### Port wiring, run 1

Bar = 50 microns.
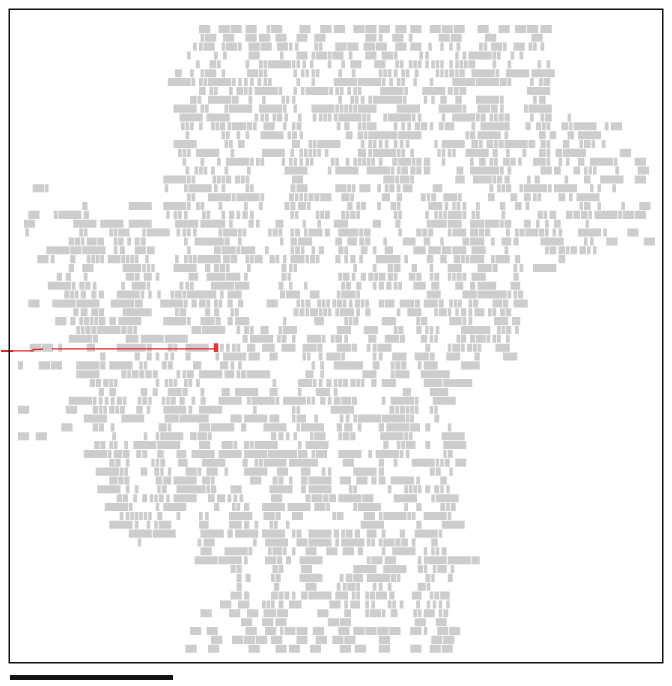
### Floorplan with the power grid, run 1

Bar = 50 microns. Pins as bars on the die edge. Tap cells in gray.
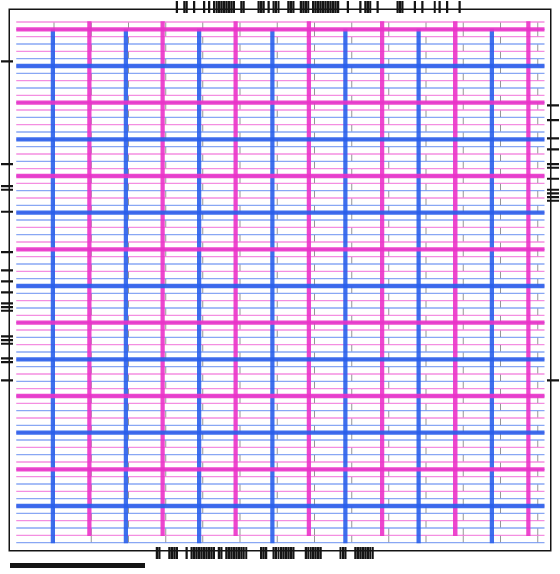
### Placed cells, one color a class, run 1

Fill, decap, tap and diode cells in gray.
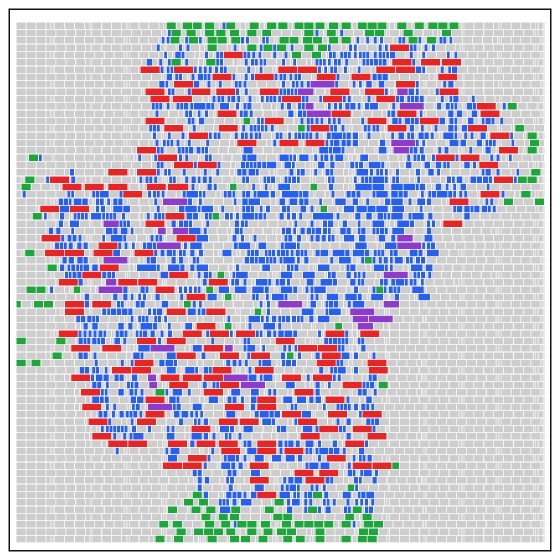
Design motor_pwm_sched_flat, sky130hd; sources not shown.
==> CHANGELOG.md, run 1 <==
## Implementation

- # Cells Yosys: around 1700
- Clock skew: between 0.01 and 0.015 ns
- Iter 0 DRT Violations: about 790
- Synthesis-stage register bit count: between 150 and 200
- Synth Cell Area: about 0.011 sq mm
- Ys async rst share: 0%
- Cell repeated most along the worst path: nand2_1
- Layout area overhead: 22.2%
- Data buffer area share: between 10% and 20%
- Met2 Wirelength: 17600 microns
- Max Used Layer: met5
- Synth area leader: dfxtp_1
- Unrepaired setup endpoints after global routing: no
- Crit-path leading delay family: simple AND/OR/NAND/NOR gates
- Nets: approximately 1900
- Core Region: 0.0378 sq mm
- Total GRT Usage: between 10% and 20%
- Switch Pwr: 0.00163 W
- Cts hold-fix bufs: 0
- Clock share of power: 22.8%
- Post-synth EDFFs: 0
- Placed cells: between 2000 and 2500
- P_leak: just over 6 nW
- Buf/Inv on CP: 8
- CP max stage delay: between 0.7 and 0.8 ns
- Dominant class by area: multi-input combinational cells
- Internal: between 0.0015 and 0.002 W
- GR peak layer: met2
- Worst setup path category: flip-flop to output pin
- Clk latency late pin: between 0.4 and 0.5 ns
- Synth area leaders: dfxtp_1 32%, nand2_1 14%, inv_1 7.9%, ha_1 6.5%, nor2_1 6.1%
- Tap cells: about 510
- Comb power: 0.00175 W
- Setup TNS: 0 ns
- Final core occ: a little over a third
- Full die area: approximately 0.040 sq mm
- CTS buffer count: 17
- Placed instance area: around 0.013 sq mm
- Max-slew violations: 0
- Initial core utilization: between 20 and 30%
- Seq pwr: 0.000806 W
- CP max-delay cell: clkdlybuf4s50_1
- Switching Share: about half
- Stages on worst setup path: 32
- Worst path required time: approximately 6.5 ns
- Avg Inst Size Synth: between 6 and 7 sq um
- Final cell count without fillers: approximately 2300
- Grt met1 use: between 20% and 30%
- Mux share: 0%
- Number of non-clock buffers: ~160
- Comb pwr share: approximately 53%
- Post-route minimum period: 8.72 ns
- Worst slack, placed: roughly 0.87 ns
- Met3 WL: roughly 1800 microns
- Top power group: combinational logic
- Synth top cells by count: 422 x nand2_1, 234 x inv_1, 183 x nor2_1, 177 x dfxtp_1, 116 x nand3_1
- Post-DP HPWL: 27400 microns
- Top cell excl fill/tap: nand2_1
- Hold-critical path depth: 2
- Layout clock buffer count: 17
- Fmax: between 100 and 150 MHz
- Post-detailed-route wirelength per cell: about 15 microns
- First-pass GRT wire length: roughly 58000 microns
- Aoi share: between 10 and 15%
- Simple Share, Synth: a little over a third
- Register-to-Register Path Depth: 23
- Final-report hold violation count: 0
- Post-route ant nets: 0
- Multi-input gates: between 1000 and 1500
- CTS tree: done
- Largest net degree at the start of global routing: about 61
- Gates resized, CTS repair: 0
- Status: complete, no violations
- Max Buffers Root-to-Sink: 2
- Final setup margin: 0.575 ns
- Clock root buffer: clkbuf_16
- Yosys stat chip area: around 0.011 sq mm
- Hold WS: between 0.4 and 0.5 ns
- Vias: 11300
- Adder share: under 10%
- Setup violators final: 0
- Clock sinks: ~180
- DR DRC count: 0
- Synth top cell by count: nand2_1
- Sequential cell count: ~180
-- 'Port wiring' (at the start) --
bus_cmd_valid -> red  # direction input, edge west, end cells 1, buffers 1, wire 60.3 microns
number of port buffers: 144
I/O Pins: 145

-- 'Floorplan with the power grid' (at the start) --
VSS -> blue
VDD -> magenta
met5 straps = 14
tap cells = 511
Worst VDD drop: 0.157 mV
Chip Width: 200 microns

-- 'Placed cells, one color a class' (at the start) --
other buffers and delay cells -> green  # cells 163, share of their area 12%
clock drivers and dummy loads -> purple  # cells 32, share of their area 4.8%
flip-flops -> red  # cells 177, share of their area 27%
all other logic -> blue  # cells 1432, share of their area 56%
num rows: 71
flop share of the area: 26.0%

## Run 2: what changed since run 1
- RECOVER_POWER: not set -> 25
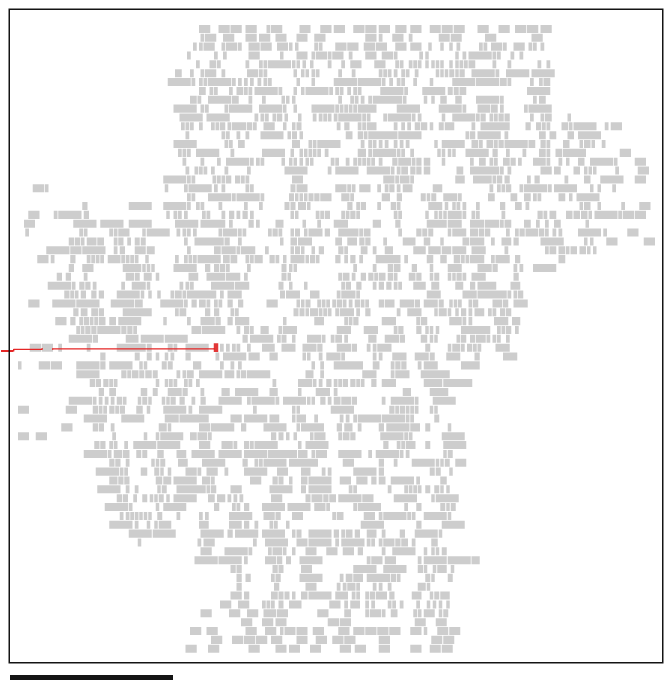
*Port wiring, run 2*
Bar = 50 microns.

==> run 2 against run 1 <==
  * The flow now finishes with violations (max-capacitance violations, max-slew violations)
  * Synthesized cell count did not move
  * Critical endpoint unchanged
  * Critical path type unchanged
  * Die size did not move
  * Global-route usage did not move
  * Synthesized area did not move
  * Critical path depth did not move
  * Clock power barely moved
  * Register-to-register slack got worse by 0.05 ns
==> CHANGELOG.md, run 2 <==
## Implementation

- Post-synth EDFFs: 0
- Adder share: ~6.5%
- Layout area overhead: 22.0%
- Critical path arrival: around 6 ns
- Clock share of power: a little under a quarter
- CTS buffer count: 17
- Hold-critical path depth: 2
- N_diodes: 0
- # Cells Yosys: approximately 1700
- GR peak layer: met2
- I/O Pins: ~150
- Top power group: combinational logic
- Fin crit share: around 94%
- Failing checks: max-capacitance violations, max-slew violations
- Worst path required time: between 6 and 7 ns
- Switch Pwr: approximately 0.0016 W
- Comb pwr share: between 50 and 60%
- Comb/total area: a little under half
- Number of non-clock buffers: 163
- First-pass GRT wire length: roughly 58000 microns
- Dominant class by area: multi-input combinational cells
- Nets: between 1500 and 2000
- R2r setup slk: approximately 4.4 ns
- Clock Pin Slew Worst Setup and Hold Paths: 0.08 ns
- Vias: between 10000 and 15000
- Cell repeated most along the worst path: nand2_1
- Fmax: approximately 110 MHz
- Seq pwr: 0.000806 W
- Comb power: roughly 0.0018 W
- Iter 0 DRT Violations: approximately 800
- Netlist cell types: 62
- Clock root buffer: clkbuf_16
- Crit-path leading delay family: simple AND/OR/NAND/NOR gates
- Max Used Layer: met5
- Most frequent cells in the layout: 421 x nand2_1, 230 x inv_1, 184 x nor2_1, 176 x dfxtp_1, 140 x clkdlybuf4s50_1
- Initial antenna violation count: 1
- Simple Share, Synth: about a third
- Internal: ~0.0017 W
- Largest net degree at the start of global routing: between 60 and 70
- Synth Cell Area: ~0.011 sq mm
- Worst slack, placed: 0.873 ns
- Placed instance area: about 0.013 sq mm
- Avg Inst Size Synth: roughly 6.7 sq um
- Mux share: 0%
- Synth area leader: dfxtp_1
- Setup violators final: 0
- Non-clock inverters: about 250
- Die height: 200 microns
- Flop share of the area: between 20% and 30%
- Post-synthesis cell count: around 1700
- Data buffer area share: a little under an eighth
- Unrepaired setup endpoints after global routing: no
- Final cell count without fillers: approximately 2300
- Buf/Inv on CP: 8
- P_leak: between 6 and 7 nW
- Gates resized, CTS repair: 0
- Max Buffers Root-to-Sink: 2
- Synth Flop Type: dfxtp_1
- Worst Tran Pin Value: around 2.5 ns
- Tool Warnings: 36
- Post-route minimum period: ~8.7 ns
- Worst setup EP type: output pin
- Synth area leaders: dfxtp_1 32%, nand2_1 14%, inv_1 7.9%, ha_1 6.5%, nor2_1 6.1%
- Stages on worst setup path: 32
- Multi-input gates: between 1000 and 1500
- CP max stage delay: between 0.7 and 0.8 ns
- Synth top cells by count: 422 x nand2_1, 234 x inv_1, 183 x nor2_1, 177 x dfxtp_1, 116 x nand3_1
- WL final: approximately 36000 microns
- Overall Power: 0.00330 W
- Met2 Wirelength: roughly 18000 microns
- Post-detailed-route wirelength per cell: 15.5 microns
- Synth top cell by count: nand2_1
- Sequential cell count: ~180
- Core Region: approximately 0.038 sq mm
- Synthesized Nets: about 1800
- CTS tree: done
- Clock sinks: ~180
- Worst setup path category: flip-flop to output pin
- Max Cap Viol: 1
- Met3 Usage GRT: just over 3%
- CP Launch Type: flip-flop
- Switching Share: between 40% and 50%
- Total GRT Usage: between 15 and 20%
- Layout clock buffer count: 17
- DR DRC count: 0
- Post-DP HPWL: roughly 27000 microns
- Yosys stat chip area: roughly 0.011 sq mm
- Hold WS: roughly 0.46 ns
- First drt pass iteration count: 5
- Full die area: ~0.040 sq mm
- Status: finished, violations left
- CP max-delay cell: clkdlybuf4s50_1
- Max-slew violations: a little over 50
- Ys async rst share: 0%
- Top cell excl fill/tap: nand2_1
- Aoi share: approximately 14%
- Post-route ant nets: 0
- Num rows: between 70 and 80
- Initial core utilization: 29.5%
- Synthesis-stage register bit count: between 150 and 200
- Register-to-Register Path Depth: 23
- Clock buf/inv share: 4.56%
- GRT overflow: 0
- Final-report hold violation count: 0
- Final setup margin: roughly 0.58 ns
- Grt met1 use: between 20% and 30%
- Chip Width: approximately 200 microns
- Number of port buffers: between 100 and 150
- Final core occ: 36.0%
- Cts hold-fix bufs: 0
- Clock skew: approximately 0.014 ns
- Met3 WL: about 1800 microns
- Depth of the CTS H-tree: 4
- Rel. slew slack: -65.8%
- Tap cells: approximately 510
- Setup TNS: 0 ns
- Worst VDD drop: 0.157 mV
- Clk latency late pin: roughly 0.45 ns
- Placed cells: 2282
- PD cells: roughly 240 mW/mm^2
Power and IR drop assume default switching activity.
